**src/rtl/fifo_pkg.sv**
```systemverilog
// fifo_pkg: default geometry and flow-control thresholds shared by the FIFO family and its benches
package fifo_pkg;
    localparam int FIFO_DATA_WIDTH   = 10;
    localparam int FIFO_DEPTH        = 8;
    localparam int FIFO_ADDR_WIDTH   = 3;
    localparam int FIFO_ALMOST_FULL  = 6;
    localparam int FIFO_ALMOST_EMPTY = 2;
endpackage

```
**src/rtl/fifo_flow_ctrl_if.sv**
```systemverilog
// fifo_flow_ctrl_if: producer/consumer handshake and status bundle of the flow-controlled FIFO
interface fifo_flow_ctrl_if
    import fifo_pkg::*;
#(
    parameter int DATA_WIDTH = FIFO_DATA_WIDTH,
    parameter int ADDR_WIDTH = FIFO_ADDR_WIDTH
);
    logic                  wr_enable;
    logic                  rd_enable;
    logic [DATA_WIDTH-1:0] fifo_data_in;
    logic [DATA_WIDTH-1:0] fifo_data_out;
    logic                  fifo_valid_out;
    logic [ADDR_WIDTH:0]   fifo_count;
    logic                  full;
    logic                  empty;
    logic                  almost_full;
    logic                  almost_empty;
    logic                  error;

    modport master (
        output wr_enable, rd_enable, fifo_data_in,
        input  fifo_data_out, fifo_valid_out, fifo_count, full, empty,
               almost_full, almost_empty, error
    );

    modport slave (
        input  wr_enable, rd_enable, fifo_data_in,
        output fifo_data_out, fifo_valid_out, fifo_count, full, empty,
               almost_full, almost_empty, error
    );
endinterface

```
**src/rtl/fifo_mem.sv**
```systemverilog
// fifo_mem: simple dual-port register array, one write port and one synchronous read port, no reset
module fifo_mem #(
    parameter int DATA_WIDTH = 10,
    parameter int DEPTH      = 8,
    parameter int ADDR_WIDTH = 3
) (
    input  logic                  clk,
    input  logic                  we,
    input  logic [ADDR_WIDTH-1:0] waddr,
    input  logic [DATA_WIDTH-1:0] wdata,
    input  logic                  re,
    input  logic [ADDR_WIDTH-1:0] raddr,
    output logic [DATA_WIDTH-1:0] rdata
);
    logic [DATA_WIDTH-1:0] mem [DEPTH];

    // Store on write, capture the addressed word on read; rdata holds otherwise
    always_ff @(posedge clk) begin
        if (we) mem[waddr] <= wdata;
        if (re) rdata <= mem[raddr];
    end
endmodule

```
**src/rtl/fifo_flow_ctrl.sv**
```systemverilog
// fifo_flow_ctrl: synchronous FIFO with internal pointers, occupancy count, threshold flags and sticky error
module fifo_flow_ctrl
    import fifo_pkg::*;
#(
    parameter int DATA_WIDTH   = FIFO_DATA_WIDTH,
    parameter int DEPTH        = FIFO_DEPTH,
    parameter int ADDR_WIDTH   = FIFO_ADDR_WIDTH,
    parameter int ALMOST_FULL  = FIFO_ALMOST_FULL,
    parameter int ALMOST_EMPTY = FIFO_ALMOST_EMPTY
) (
    input logic             clk,
    input logic             reset,
    fifo_flow_ctrl_if.slave bus
);
    localparam logic [ADDR_WIDTH:0] CNT_FULL = (ADDR_WIDTH+1)'(DEPTH);
    localparam logic [ADDR_WIDTH:0] CNT_AF   = (ADDR_WIDTH+1)'(ALMOST_FULL);
    localparam logic [ADDR_WIDTH:0] CNT_AE   = (ADDR_WIDTH+1)'(ALMOST_EMPTY);

    logic [ADDR_WIDTH-1:0] wr_ptr;
    logic [ADDR_WIDTH-1:0] rd_ptr;
    logic [ADDR_WIDTH:0]   count;
    logic [ADDR_WIDTH:0]   count_next;
    logic [DATA_WIDTH-1:0] rd_data;
    logic                  full;
    logic                  empty;
    logic                  wr_ok;
    logic                  rd_ok;
    logic                  valid;
    logic                  data_ok;
    logic                  error;

    assign full  = count == CNT_FULL;
    assign empty = count == '0;
    // A full FIFO still takes a write when a read frees a slot on the same edge
    assign rd_ok = bus.rd_enable && !empty;
    assign wr_ok = bus.wr_enable && (!full || rd_ok);

    // Occupancy moves only when exactly one side is accepted
    always_comb begin
        count_next = (wr_ok && !rd_ok) ? count + 1'b1 :
                     (rd_ok && !wr_ok) ? count - 1'b1 : count;
    end

    // Pointer, occupancy, valid and sticky error state; reset discards everything at once
    always_ff @(posedge clk or negedge reset) begin
        if (!reset) begin
            wr_ptr  <= '0;
            rd_ptr  <= '0;
            count   <= '0;
            valid   <= 1'b0;
            data_ok <= 1'b0;
            error   <= 1'b0;
        end else begin
            if (wr_ok) wr_ptr <= wr_ptr + 1'b1;
            if (rd_ok) rd_ptr <= rd_ptr + 1'b1;
            count <= count_next;
            valid <= rd_ok;
            if (rd_ok) data_ok <= 1'b1;
            if ((bus.wr_enable && !wr_ok) || (bus.rd_enable && !rd_ok)) error <= 1'b1;
        end
    end

    fifo_mem #(
        .DATA_WIDTH (DATA_WIDTH),
        .DEPTH      (DEPTH),
        .ADDR_WIDTH (ADDR_WIDTH)
    ) u_mem (
        .clk   (clk),
        .we    (wr_ok),
        .waddr (wr_ptr),
        .wdata (bus.fifo_data_in),
        .re    (rd_ok),
        .raddr (rd_ptr),
        .rdata (rd_data)
    );

    // The array has no reset, so the output reads zero until a word has been read since reset
    assign bus.fifo_data_out  = data_ok ? rd_data : '0;
    assign bus.fifo_valid_out = valid;
    assign bus.fifo_count     = count;
    assign bus.full           = full;
    assign bus.empty          = empty;
    assign bus.almost_full    = count >= CNT_AF;
    assign bus.almost_empty   = count <= CNT_AE;
    assign bus.error          = error;
endmodule

```
**src/flat_wrapper.sv**
```systemverilog
// flat-port wrapper written by rule: the top's interface ports become plain ports
module fifo_flow_ctrl_flat import fifo_pkg::*;
#(
    parameter int DATA_WIDTH   = FIFO_DATA_WIDTH,
    parameter int DEPTH        = FIFO_DEPTH,
    parameter int ADDR_WIDTH   = FIFO_ADDR_WIDTH,
    parameter int ALMOST_FULL  = FIFO_ALMOST_FULL,
    parameter int ALMOST_EMPTY = FIFO_ALMOST_EMPTY
)
  (clk, reset, bus_wr_enable, bus_rd_enable, bus_fifo_data_in, bus_fifo_data_out, bus_fifo_valid_out, bus_fifo_count, bus_full, bus_empty, bus_almost_full, bus_almost_empty, bus_error);
  fifo_flow_ctrl_if #(.DATA_WIDTH(DATA_WIDTH), .ADDR_WIDTH(ADDR_WIDTH)) bus_i ();
  input logic clk;
  input logic reset;
  input wire logic [$bits(bus_i.wr_enable)-1:0] bus_wr_enable;
  input wire logic [$bits(bus_i.rd_enable)-1:0] bus_rd_enable;
  input wire logic [$bits(bus_i.fifo_data_in)-1:0] bus_fifo_data_in;
  output wire logic [$bits(bus_i.fifo_data_out)-1:0] bus_fifo_data_out;
  output wire logic [$bits(bus_i.fifo_valid_out)-1:0] bus_fifo_valid_out;
  output wire logic [$bits(bus_i.fifo_count)-1:0] bus_fifo_count;
  output wire logic [$bits(bus_i.full)-1:0] bus_full;
  output wire logic [$bits(bus_i.empty)-1:0] bus_empty;
  output wire logic [$bits(bus_i.almost_full)-1:0] bus_almost_full;
  output wire logic [$bits(bus_i.almost_empty)-1:0] bus_almost_empty;
  output wire logic [$bits(bus_i.error)-1:0] bus_error;
  assign bus_i.wr_enable = bus_wr_enable;
  assign bus_i.rd_enable = bus_rd_enable;
  assign bus_i.fifo_data_in = bus_fifo_data_in;
  assign bus_fifo_data_out = bus_i.fifo_data_out;
  assign bus_fifo_valid_out = bus_i.fifo_valid_out;
  assign bus_fifo_count = bus_i.fifo_count;
  assign bus_full = bus_i.full;
  assign bus_empty = bus_i.empty;
  assign bus_almost_full = bus_i.almost_full;
  assign bus_almost_empty = bus_i.almost_empty;
  assign bus_error = bus_i.error;
  fifo_flow_ctrl #(.DATA_WIDTH(DATA_WIDTH), .DEPTH(DEPTH), .ADDR_WIDTH(ADDR_WIDTH), .ALMOST_FULL(ALMOST_FULL), .ALMOST_EMPTY(ALMOST_EMPTY)) u_core (.clk(clk), .reset(reset), .bus(bus_i));
endmodule
```
**config.mk**
```make
export PLATFORM = sky130hd
export DESIGN_NAME = fifo_flow_ctrl_flat
export DESIGN_NICKNAME = d
export VERILOG_FILES = /design/src/rtl/fifo_pkg.sv /design/src/rtl/fifo_flow_ctrl_if.sv /design/src/rtl/fifo_mem.sv /design/src/rtl/fifo_flow_ctrl.sv /design/src/flat_wrapper.sv
export SDC_FILE = /design/constraint.sdc
export NUM_CORES = 1
export LEC_CHECK = 0
export ABC_AREA = 1
export CAP_MARGIN = 10
export CELL_PAD_IN_SITES_DETAIL_PLACEMENT = 0
export CELL_PAD_IN_SITES_GLOBAL_PLACEMENT = 1
export CORE_AREA = 2 2 102 104
export DETAILED_ROUTE_END_ITERATION = 10
export DIE_AREA = 0 0 104 106
export DONT_BUFFER_PORTS = 1
export GPL_ROUTABILITY_DRIVEN = 0
export PLACE_DENSITY = 0.8
export SYNTH_ARGS = -nofsm -noshare
export SYNTH_HDL_FRONTEND = slang
export SYNTH_HIERARCHICAL = 1
export SYNTH_SLANG_ARGS = --single-unit
```
**constraint.sdc**
```tcl
create_clock -name clk -period 2.9 [get_ports clk]
set_input_delay 0.435 -clock clk [delete_from_list [all_inputs] [get_ports clk]]
set_output_delay 0.435 -clock clk [all_outputs]
set_load 0.02 [all_outputs]
```
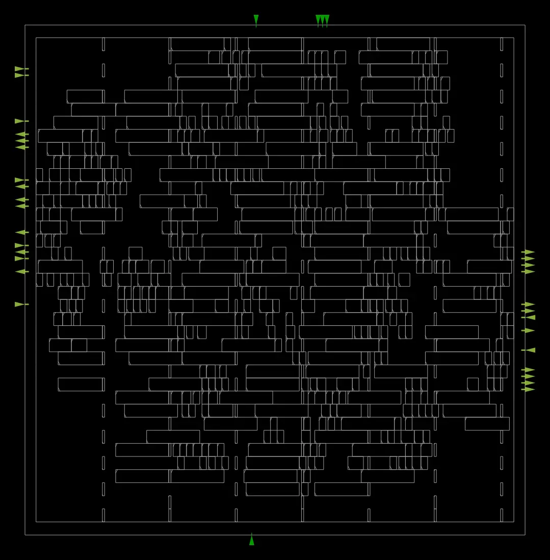
**Above:** run 1 (cell placement).
Core Box Area: 0.0100 mm^2
Fillers: 936
FP Rows: 37
post-route core utilization: 50.5%
tapcell count: 136

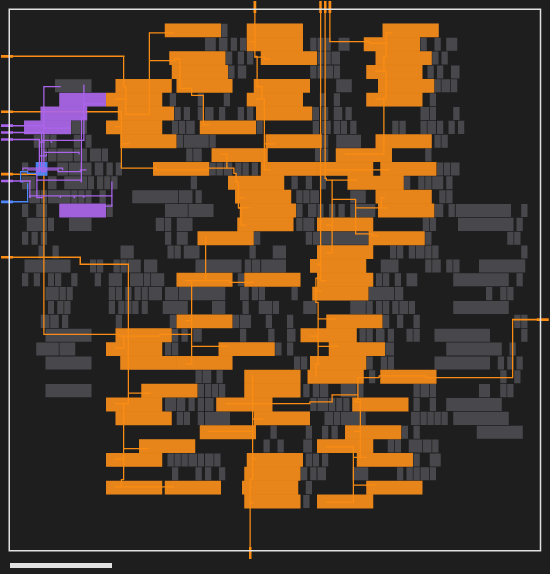
**Above:** run 1 (wires at chosen ports, followed through buffers).
Scale bar: 20 um.
bus_full: in blue, bits 1, direction output, edge left, end cells 1, wire 13.1 um. bus_fifo_count: in purple, bits 4, direction output, edge left, end cells 4, wire 171 um. bus_fifo_data_in: in orange, bits 10, direction input, edge 4 top, 4 left, 1 bottom, 1 right, end cells 80, wire 826 um.

==> qor.yml, run 1 <==
clock_network:
  cts_tree: "done"
  cts_buffer_depth: 2
  cts_root_buf: "clkbuf_8"
  htreeDepth: 3
  clk_pin_slew_ns: 0.10
  cts_made_buffers: 9
  clock-sinks: 103
  cts_hold_buf: 1
  clk_latency_ns: 0.37
  cts_resized: 0
  post_cts_buffers: 0
logic_synthesis:
  netlist_instances: 479
  synth-xor-area-share_pct: 0.929
  muxShareOfSynthArea_pct: 0
  syn-cell-area_mm2: 0.00472
  synthTopCellsByArea: "edfxtp_1 (57%), nand2_1 (13%), inv_1 (8.4%), dfrtp_1 (6.9%), nand3_1 (4.6%)"
  synth_flop_count: 103
  largest_area_cell: "edfxtp_1"
  top_area_share_pct: 57.3
  async_flop_share_pct: 12.6
  flop_cell: "edfxtp_1"
  synth_area_per_cell_um2: 9.85
  ys_seq_share_pct: 64.2
  synth.cellmix.adderShare_pct: 1.75
  yosysWarningCount: 6
  simple_gate_share_pct: 21.3
  aoi_share_pct: 0.425
  yosys_area_mm2: 0.00472
  ys_types: 27
  edf_count: 90
  syn_nets: 499
route:
  drtIter0Drc: 172
  drt_wl_total_mm: 9.06
  drtAntennaViolNets: 0
  met1Wirelength_mm: 4.24
  wl_met3_um: 531
  top_layer: "met4"
  routed-wl-met2_mm: 4.19
  wl_per_cell_um: 14.4
  drc: 0
  num_vias: 2877
  via_per_inst: 4.57
placement:
  dp_cells: 613
  place_hpwl_mm: 5.73
  port_buffers: 0
cells_and_area:
  diodes: 0
  final_cell_area_mm2: 0.00505
  largest_register: "u_core/u_mem/mem"
  buffer_area_share_pct: 2.13
  comb_share_pct: 22.8
  sh_seq_area_pct: 59.9
  layout-drive-gt1-share_pct: 9.51
  lay_top_count: "nand2_1"
  largest_reg_flops: 80
  final_cell_mix: "nand2_1 (163), inv_1 (106), edfxtp_1 (90)"
  n_clock_buffer: 9
  syn_to_final_growth_pct: 7.11
  logic_area_mm2: 0.00115
  clk_share_pct: 3.54
  logic_gate_count: 252
  flops: 103
  ff_latch_area_mm2: 0.00303
  instances_no_fill: 630
  nets: 509
  num-nonclk-inverters: 109
timing:
  period_minus_slack_ns: 2.46
  holdWs_ns: 0.157
  clock.fmax_ghz: 0.407
  worstMarginPinSlew_ns: 0.726
  setup-tns-final_ns: 0
  rsz0062_at_grt: "no"
  slew_headroom_pct: 51.4
  fin_skew_ns: 0.0128
  setup_viol: 0
  maxSlewViolCount: 0
grt:
  antenna_found_initial: 0
  met2_usage_pct: 28.1
  first_global_vias: 2805
  grt_pass1_wl_mm: 14.8
  track_usage_pct: 17.8
  grt_use_met1_pct: 24.6
  gr-usage-met3_pct: 4.29
  grt_max_degree: 41
die:
  initCoreUtil_pct: 47.2
  fp.dieH_um: 106
  die_w_um: 104
  chipArea_mm2: 0.0110
  io_pins: 34
worst_setup_path:
  critPathCaptureType: "flop"
  reg2reg_depth: 12
  cp_max_fo: 7
  r2r_slack_ns: 0.44
  crit_path_end: "u_core/bus.fifo_count[3]"
  critPathLaunch: "u_core/bus.fifo_count[1]"
  start_kind: "flop"
  arrival_ns: 2.72
  reg2reg_to: "u_core/bus.fifo_count[3]"
  rr_startpoint: "u_core/bus.fifo_count[1]"
  critPathKind: "reg -> reg"
  cp.required_ns: 3.17
run_status:
  outcome: "finished, final reports clean"
power_and_ir_drop:
  vdd_drop_max_mv: 0.465
  p_leak_nw: 2.38
hold_path:
  min_delay_path_depth: 0
  hold_path.class: "in -> reg"
  min_to: "u_core/u_mem/mem[6][7]"
  hold_start: "bus_fifo_data_in[7]"
job:
  max_cap_violations: 0
  openroad.warnings: 26
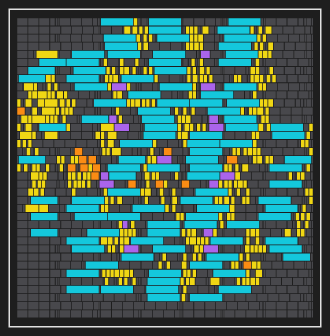
**Above:** run 1 (placed cells, one color a class).
Fill, decap, tap and diode cells in gray.
clock drivers and dummy loads: in purple, cells 16, share of their area 3.7%. registers: in cyan, cells 103, share of their area 62%. remaining logic cells: in yellow, cells 361, share of their area 32%. remaining buffers and delay cells: in orange, cells 14, share of their area 2.2%.

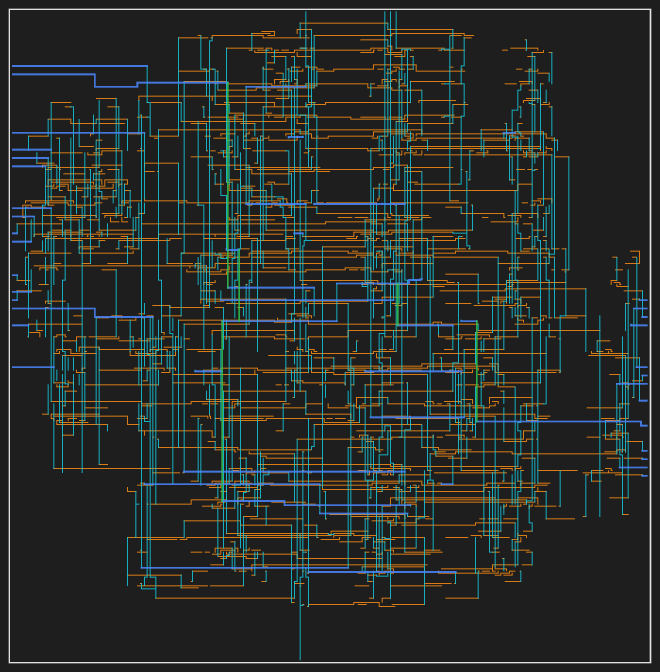
**Above:** run 1 (metal layers overlaid).
M1: in orange, wire length 4240 um. M4: in green, wire length 97.2 um. M3: in blue, wire length 532 um. M2: in cyan, wire length 4190 um.

## run 1: worst max-delay path, stage by stage (launching register included)
cell and delay (ns):
dfrtp_1 0.55, nor2_2 0.23, nand4_2 0.16, nand2_1 0.16, inv_1 0.09, ha_1 0.21
inv_1 0.14, ha_1 0.28, or2_2 0.31, nand3_1 0.08, nand2_1 0.05, nand2_1 0.05
nand2_1 0.05
## run 1: through the flow
step / util [%] / worst slack, ns / power, mW
floorplan: - / 0.682 / 3.56
global placement: 48.6 / 0.514 / 3.90
detailed placement: 48.6 / 0.459 / 3.92
CTS: 50.5 / 0.435 / 4.74
global route: 50.5 / 0.243 / 5.06
finish: 50.5 / 0.444 / 4.70
## run 1: power breakdown
part,switching [mW],internal (mW)
Combinational,1.16,0.528
Sequential,0.255,1.95
Clock,0.497,0.321
==> run 2, diff against run 1 <==
--- a/config.mk
+++ b/config.mk
@@ -9,12 +9,12 @@
 export CAP_MARGIN = 10
 export CELL_PAD_IN_SITES_DETAIL_PLACEMENT = 0
 export CELL_PAD_IN_SITES_GLOBAL_PLACEMENT = 1
-export CORE_AREA = 2 2 102 104
+export CORE_AREA = 2 2 106 108
 export DETAILED_ROUTE_END_ITERATION = 10
-export DIE_AREA = 0 0 104 106
+export DIE_AREA = 0 0 108 110
 export DONT_BUFFER_PORTS = 1
 export GPL_ROUTABILITY_DRIVEN = 0
-export PLACE_DENSITY = 0.8
+export PLACE_DENSITY = 0.78
 export SYNTH_ARGS = -nofsm -noshare
 export SYNTH_HDL_FRONTEND = slang
 export SYNTH_HIERARCHICAL = 1
==> constraint.sdc (replaced) <==
create_clock -name clk -period 2.24 [get_ports clk]
set_input_delay 0.336 -clock clk [delete_from_list [all_inputs] [get_ports clk]]
set_output_delay 0.336 -clock clk [all_outputs]
set_load 0.02 [all_outputs]
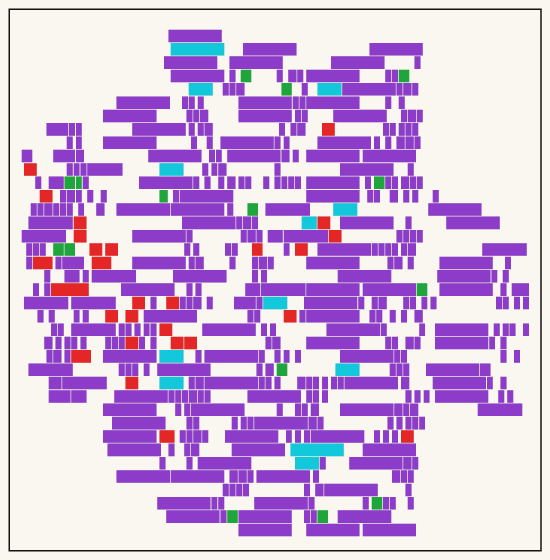
**Above:** run 2 (cell sizes after repair).
x3 and x4: in red, cells 27, share 5.4%, most used buf_4. x1 and smaller: in purple, cells 447, share 89%, most used nand2_1. x2: in green, cells 15, share 3.0%, most used nand2_2. x6 and larger: in cyan, cells 12, share 2.4%, most used clkbuf_8.

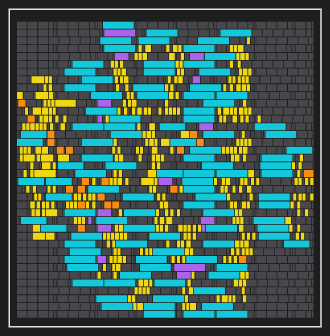
**Above:** run 2 (placed cells, one color a class).
Fill, decap, tap and diode cells in gray.
remaining logic cells: in yellow, cells 361, share of their area 32%. clock drivers and dummy loads: in purple, cells 16, share of their area 4.3%. registers: in cyan, cells 103, share of their area 61%. remaining buffers and delay cells: in orange, cells 21, share of their area 3.2%.

==> run 2 against run 1 <==
Net effect:
- non-clock buffer count increased by 7
- worst setup slack got worse by 0.30 ns
- global-route usage decreased by 1.4 points
- register-to-register slack got worse by 0.30 ns
- synthesized cell count unchanged
- worst hold slack got worse by 0.096 ns
- final cell count increased by 1.7%
- sequential share of layout area decreased by 1.3 points
- routed wire length decreased by 1.1%
- die area increased by 7.8%
- clock power increased by 52%
- combinational power increased by 45%
- largest cell class unchanged
==> qor.yml, run 2 <==
run_status:
  outcome: "finished, final reports clean"
clock_network:
  clk_latency_ns: 0.36
  post_cts_buffers: 0
  clock-sinks: 103
  cts_buffer_depth: 2
  cts_root_buf: "clkbuf_8"
  cts_hold_buf: 1
  cts_resized: 1
  cts_made_buffers: 9
  htreeDepth: 3
  clk_pin_slew_ns: 0.09
  cts_tree: "done"
die:
  io_pins: 34
  fp-row-count: 38
  chipArea_mm2: 0.0119
  tapCellCount: 140
  die_w_um: 108
  fp.dieH_um: 110
  coreArea_mm2: 0.0107
  initCoreUtil_pct: 44.1
logic_synthesis:
  syn-cell-area_mm2: 0.00472
  ys_seq_share_pct: 64.2
  async_flop_share_pct: 12.6
  synth-xor-area-share_pct: 0.929
  synth_flop_count: 103
  largest_area_cell: "edfxtp_1"
  syn_nets: 499
  top_area_share_pct: 57.3
  synthTopCellsByArea: "edfxtp_1 (57%), nand2_1 (13%), inv_1 (8.4%), dfrtp_1 (6.9%), nand3_1 (4.6%)"
  flop_cell: "edfxtp_1"
  ys_types: 27
  netlist_instances: 479
  aoi_share_pct: 0.425
  yosys_area_mm2: 0.00472
  synth_area_per_cell_um2: 9.85
  synth.cellmix.adderShare_pct: 1.75
  simple_gate_share_pct: 21.3
  yosysWarningCount: 6
  edf_count: 90
  muxShareOfSynthArea_pct: 0
cells_and_area:
  nets: 516
  syn_to_final_growth_pct: 9.50
  diodes: 0
  layout-drive-gt1-share_pct: 10.8
  num-nonclk-inverters: 109
  sh_seq_area_pct: 58.6
  postLayoutCoreUtil_pct: 48.3
  logic_area_mm2: 0.00117
  instances_no_fill: 641
  final_cell_area_mm2: 0.00516
  fill_cells: 1005
  flops: 103
  final_cell_mix: "nand2_1 (162), inv_1 (105), edfxtp_1 (90)"
  comb_share_pct: 22.7
  largest_register: "u_core/u_mem/mem"
  buffer_area_share_pct: 3.10
  n_clock_buffer: 10
  clk_share_pct: 4.12
  ff_latch_area_mm2: 0.00303
  lay_top_count: "nand2_1"
  largest_reg_flops: 80
worst_setup_path:
  critPathCaptureType: "flop"
  arrival_ns: 2.36
  start_kind: "flop"
  cpPeakStageDelay_ns: 0.42
  crit_path_cell_trace: "nor2_4, nand4_4, nand2_4, inv_1, ha_1, inv_2, ha_1, or2_2, nand3_1, nand2_1, nand2_1, nand2_1"
  cp.required_ns: 2.50
  cp_top_family: "simple AND/OR/NAND/NOR gates"
  cp_max_fo: 5
  critPathKind: "reg -> reg"
  slowest_stage: "dfrtp_1"
  cpMostUsedCell: "nand2_1"
route:
  via_per_inst: 4.59
  top_layer: "met4"
  drtAntennaViolNets: 0
  drc: 0
  routed-wl-met2_mm: 4.42
  drtIter0Drc: 161
  num_vias: 2940
  wl_met3_um: 600
  wl_per_cell_um: 14.0
  drt_wl_total_mm: 8.96
  met1Wirelength_mm: 3.86
grt:
  grt_use_met1_pct: 20.1
  first_global_vias: 2846
  met2_usage_pct: 28.5
  grt_max_degree: 41
  antenna_found_initial: 0
  grt-ovfl-total: 0
  track_usage_pct: 16.4
  gr-usage-met3_pct: 4.00
power_and_ir_drop:
  clkPwrFrac_pct: 19.5
  seqPwrFrac_pct: 42.2
  power_mw: 6.36
  powerComb_mw: 2.43
  p_int_mw: 3.91
  p_seq_mw: 2.68
  power_frac_comb_pct: 38.3
  top_power_group: "sequential cells"
  vdd_drop_max_mv: 0.750
  p_sw_mw: 2.44
  switching_share_pct: 38.4
  p_leak_nw: 2.43
timing:
  worst_slack_ns: 0.142
  post-route-period-util_pct: 93.7
  setup-tns-final_ns: 0
  setup_viol: 0
  slew_headroom_pct: 50.5
  fin_skew_ns: 0.0103
  maxSlewViolCount: 0
  clock.fmax_ghz: 0.477
  holdWs_ns: 0.0607
  worstMarginPinSlew_ns: 0.740
  period_minus_slack_ns: 2.10
hold_path:
  hold_path.class: "in -> reg"
placement:
  place_hpwl_mm: 5.72
  place_ws_ns: 0.00153
  port_buffers: 0
job:
  openroad.warnings: 26
  max_cap_violations: 0
==> run 2: cell counts after synthesis <==
No cell type changed its count.
==> run 2: final timing paths <==
| kind | startpoint | endpoint | slack (ns) | cells after the start |
|---|---|---|---|---|
| worst min register to register | u_core/wr_ptr[1] | u_core/wr_ptr[1] | 0.58 | 2 |
| max in group asynchronous | reset | u_core/bus.fifo_count[2] | 1.31 | 1 |
| min in group asynchronous | reset | u_core/data_ok | 0.47 | 1 |
| worst max register to register | u_core/bus.fifo_count[0] | u_core/bus.fifo_count[3] | 0.14 | 12 |
| worst min-delay path | bus_fifo_data_in[9] | u_core/u_mem/mem[4][9] | 0.06 | 0 |
| worst max-delay path | u_core/bus.fifo_count[0] | u_core/bus.fifo_count[3] | 0.14 | 12 |
==> run 3, diff against run 2 <==
--- a/config.mk
+++ b/config.mk
@@ -9,13 +9,14 @@
 export CAP_MARGIN = 10
 export CELL_PAD_IN_SITES_DETAIL_PLACEMENT = 0
 export CELL_PAD_IN_SITES_GLOBAL_PLACEMENT = 1
-export CORE_AREA = 2 2 106 108
+export CORE_AREA = 2 2 102 104
 export DETAILED_ROUTE_END_ITERATION = 10
-export DIE_AREA = 0 0 108 110
+export DIE_AREA = 0 0 104 106
 export DONT_BUFFER_PORTS = 1
 export GPL_ROUTABILITY_DRIVEN = 0
-export PLACE_DENSITY = 0.78
+export PLACE_DENSITY = 0.8
 export SYNTH_ARGS = -nofsm -noshare
 export SYNTH_HDL_FRONTEND = slang
 export SYNTH_HIERARCHICAL = 1
 export SYNTH_SLANG_ARGS = --single-unit
+export TNS_END_PERCENT = 100
==> constraint.sdc (replaced) <==
create_clock -name clk -period 2.18 [get_ports clk]
set_input_delay 0.327 -clock clk [delete_from_list [all_inputs] [get_ports clk]]
set_output_delay 0.327 -clock clk [all_outputs]
set_load 0.02 [all_outputs]
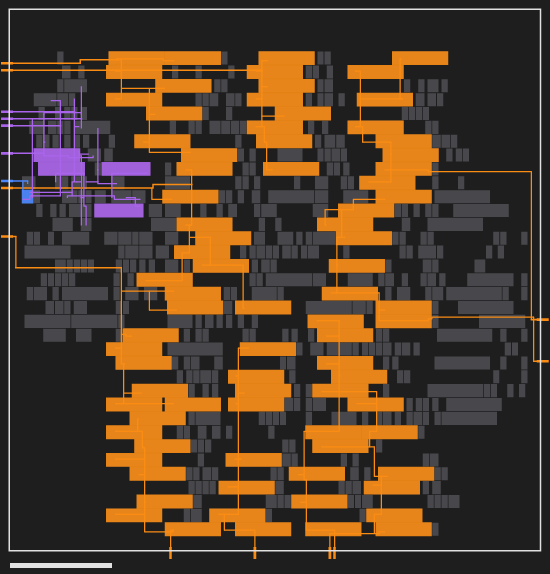
**Above:** run 3 (wires at chosen ports, followed through buffers).
Scale bar: 20 um.
bus_fifo_count: in purple, bits 4, direction output, edge left, end cells 4, wire 234 um. bus_full: in blue, bits 1, direction output, edge left, end cells 1, wire 5.50 um. bus_fifo_data_in: in orange, bits 10, direction input, edge 4 left, 4 bottom, 2 right, end cells 80, wire 807 um.

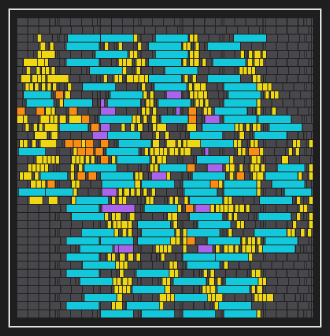
**Above:** run 3 (placed cells, one color a class).
Fill, decap, tap and diode cells in gray.
remaining logic cells: in yellow, cells 361, share of their area 32%. clock drivers and dummy loads: in purple, cells 16, share of their area 3.8%. registers: in cyan, cells 103, share of their area 61%. remaining buffers and delay cells: in orange, cells 25, share of their area 3.8%.

==> run 3 against run 2 <==
Net effect:
- via count is 0.31% higher
- fmax is 2.8% higher
- sequential cell count stayed put
- core utilization is 3.3 points higher
- worst setup slack worse by 0.0023 ns
- sequential share of layout area is 0.11 points higher
- synthesized cell count stayed put
- final cell count stayed put
- combinational power is 4% higher
- clock-buffer cell count is 2 higher
- largest cell class unchanged
- largest power group unchanged
==> qor.yml, run 3 <==
run_status:
  outcome: "finished, final reports clean"
power_and_ir_drop:
  powerComb_mw: 2.52
  p_leak_nw: 2.44
  p_int_mw: 3.95
  p_seq_mw: 2.75
  cellPowerDensity_mw_per_mm2: 1250
  switching_share_pct: 38.5
  clkPwrFrac_pct: 18.1
  pwr.group.clock_mw: 1.16
  power_frac_comb_pct: 39.1
  power_mw: 6.43
  seqPwrFrac_pct: 42.8
  top_power_group: "sequential cells"
  vdd_drop_max_mv: 0.918
  p_sw_mw: 2.48
timing:
  finalHoldViolCount: 0
  rsz0062_at_grt: "no"
  maxSlewViolCount: 0
  period_minus_slack_ns: 2.04
  setup-tns-final_ns: 0
  slew_headroom_pct: 48.6
  worstMarginPinSlew_ns: 0.768
  worst_slack_ns: 0.139
  setup_viol: 0
  post-route-period-util_pct: 93.6
  holdWs_ns: 0.0625
  clock.fmax_ghz: 0.490
  fin_skew_ns: 0.0111
die:
  fp-row-count: 37
  coreArea_mm2: 0.0100
  io_pins: 34
  fp.dieH_um: 106
  initCoreUtil_pct: 47.2
  chipArea_mm2: 0.0110
  die_w_um: 104
job:
  max_cap_violations: 0
  openroad.warnings: 26
logic_synthesis:
  ys_types: 27
  async_flop_share_pct: 12.6
  top_area_share_pct: 57.3
  synth_area_per_cell_um2: 9.85
  largest_area_cell: "edfxtp_1"
  aoi_share_pct: 0.425
  synthTopCellsByArea: "edfxtp_1 (57%), nand2_1 (13%), inv_1 (8.4%), dfrtp_1 (6.9%), nand3_1 (4.6%)"
  yosysWarningCount: 6
  synth-xor-area-share_pct: 0.929
  ys_seq_share_pct: 64.2
  simple_gate_share_pct: 21.3
  syn_nets: 499
  synth.cellmix.adderShare_pct: 1.75
  top_cell: "nand2_1"
  flop_cell: "edfxtp_1"
  synth_flop_count: 103
  yosys-stat-cells: 479
  muxShareOfSynthArea_pct: 0
  netlist_instances: 479
  yosys_area_mm2: 0.00472
  edf_count: 90
  topCombFamilyByArea: "simple AND/OR/NAND/NOR gates"
  ys_top_cells_by_count: "nand2_1 (163), inv_1 (106), edfxtp_1 (90), nand3_1 (43), dfrtp_1 (13)"
  syn-cell-area_mm2: 0.00472
placement:
  placed_area_mm2: 0.00495
  place_hpwl_mm: 5.71
  dp_cells: 624
  place_ws_ns: 0.0220
  port_buffers: 0
grt:
  first_global_vias: 2895
  grt_max_degree: 41
  busiest_layer: "met2"
  antenna_found_initial: 0
  gr-usage-met3_pct: 4.05
  grt-ovfl-total: 0
  grt_use_met1_pct: 22.9
  track_usage_pct: 17.3
  grt_pass1_wl_mm: 14.5
  met2_usage_pct: 27.7
worst_setup_path:
  cp_top_family: "simple AND/OR/NAND/NOR gates"
  worst-path-stages: 12
  start_kind: "flop"
  rr_startpoint: "u_core/bus.fifo_count[1]"
  cpPeakStageDelay_ns: 0.43
  critPathLaunch: "u_core/bus.fifo_count[1]"
  reg2reg_depth: 12
  reg2reg_to: "u_core/bus.fifo_count[3]"
  arrival_ns: 2.28
  crit_path_cell_trace: "nor2_4, nand4_2, nand2_2, inv_1, ha_2, inv_2, ha_1, or2_2, nand3_1, nand2_1, nand2_1, nand2_1"
  cpMostUsedCell: "nand2_1"
  slowest_stage: "dfrtp_2"
  cp_max_fo: 4
  critPathKind: "reg -> reg"
  r2r_slack_ns: 0.14
  critPathCaptureType: "flop"
  cp.buffers_inverters: 2
  crit_path_end: "u_core/bus.fifo_count[3]"
  cp.required_ns: 2.42
cells_and_area:
  final_cell_area_mm2: 0.00516
  postLayoutCoreUtil_pct: 51.6
  largest_register: "u_core/u_mem/mem"
  lay_top_count: "nand2_1"
  nets: 520
  diodes: 0
  layout-drive-gt1-share_pct: 11.7
  largest_reg_flops: 80
  syn_to_final_growth_pct: 9.39
  instances_no_fill: 641
  final_cell_mix: "nand2_1 (162), inv_1 (105), edfxtp_1 (90)"
clock_network:
  cts_root_buf: "clkbuf_8"
  cts_tree: "done"
  clk_pin_slew_ns: 0.10
  post_cts_buffers: 0
  cts_buffer_depth: 2
  htreeDepth: 3
  clock-sinks: 103
  cts_made_buffers: 9
  clk_latency_ns: 0.35
hold_path:
  hold_start: "bus_fifo_data_in[1]"
  min_delay_path_depth: 0
  hold_path.class: "in -> reg"
  min_to: "u_core/u_mem/mem[3][1]"
route:
  drtAntennaViolNets: 0
  drtIter0Drc: 198
  wl_per_cell_um: 13.8
  num_vias: 2949
  drt_wl_total_mm: 8.87
  via_per_inst: 4.60
  first_pass_iters: 4
  drc: 0
-- run 3: cell counts after synthesis --
Identical to the previous run, type by type.
-- run 3: metal layers --
metal | vias to the layer above | share of wire (%) | wire length, um
met5 | - | 0 | 0
met1 | 1352 | 48 | 4260
met4 | 0 | 2.2 | 195
met3 | 19 | 4.8 | 428
met2 | 71 | 45 | 3990
li1 | 1507 | - | -
-- run 3: area by class of cell --
class | instances | area, um^2
fill | 933 | 4840
sequential | 103 | 3030
multi-input combinational | 252 | 1160
inverter | 109 | 417
timing repair buffer | 25 | 190
tap | 136 | 170
clock buffer | 12 | 145
clock inverter | 4 | 46.3
-- run 3: what timing repair did --
action	4_1_cts	5_1_grt
hold endpoints to repair	13	0
endpoints found under the setup margin	0	1
gates resized	0	4
hold buffers	1	0
Power is estimated from default activity; no workload was simulated.
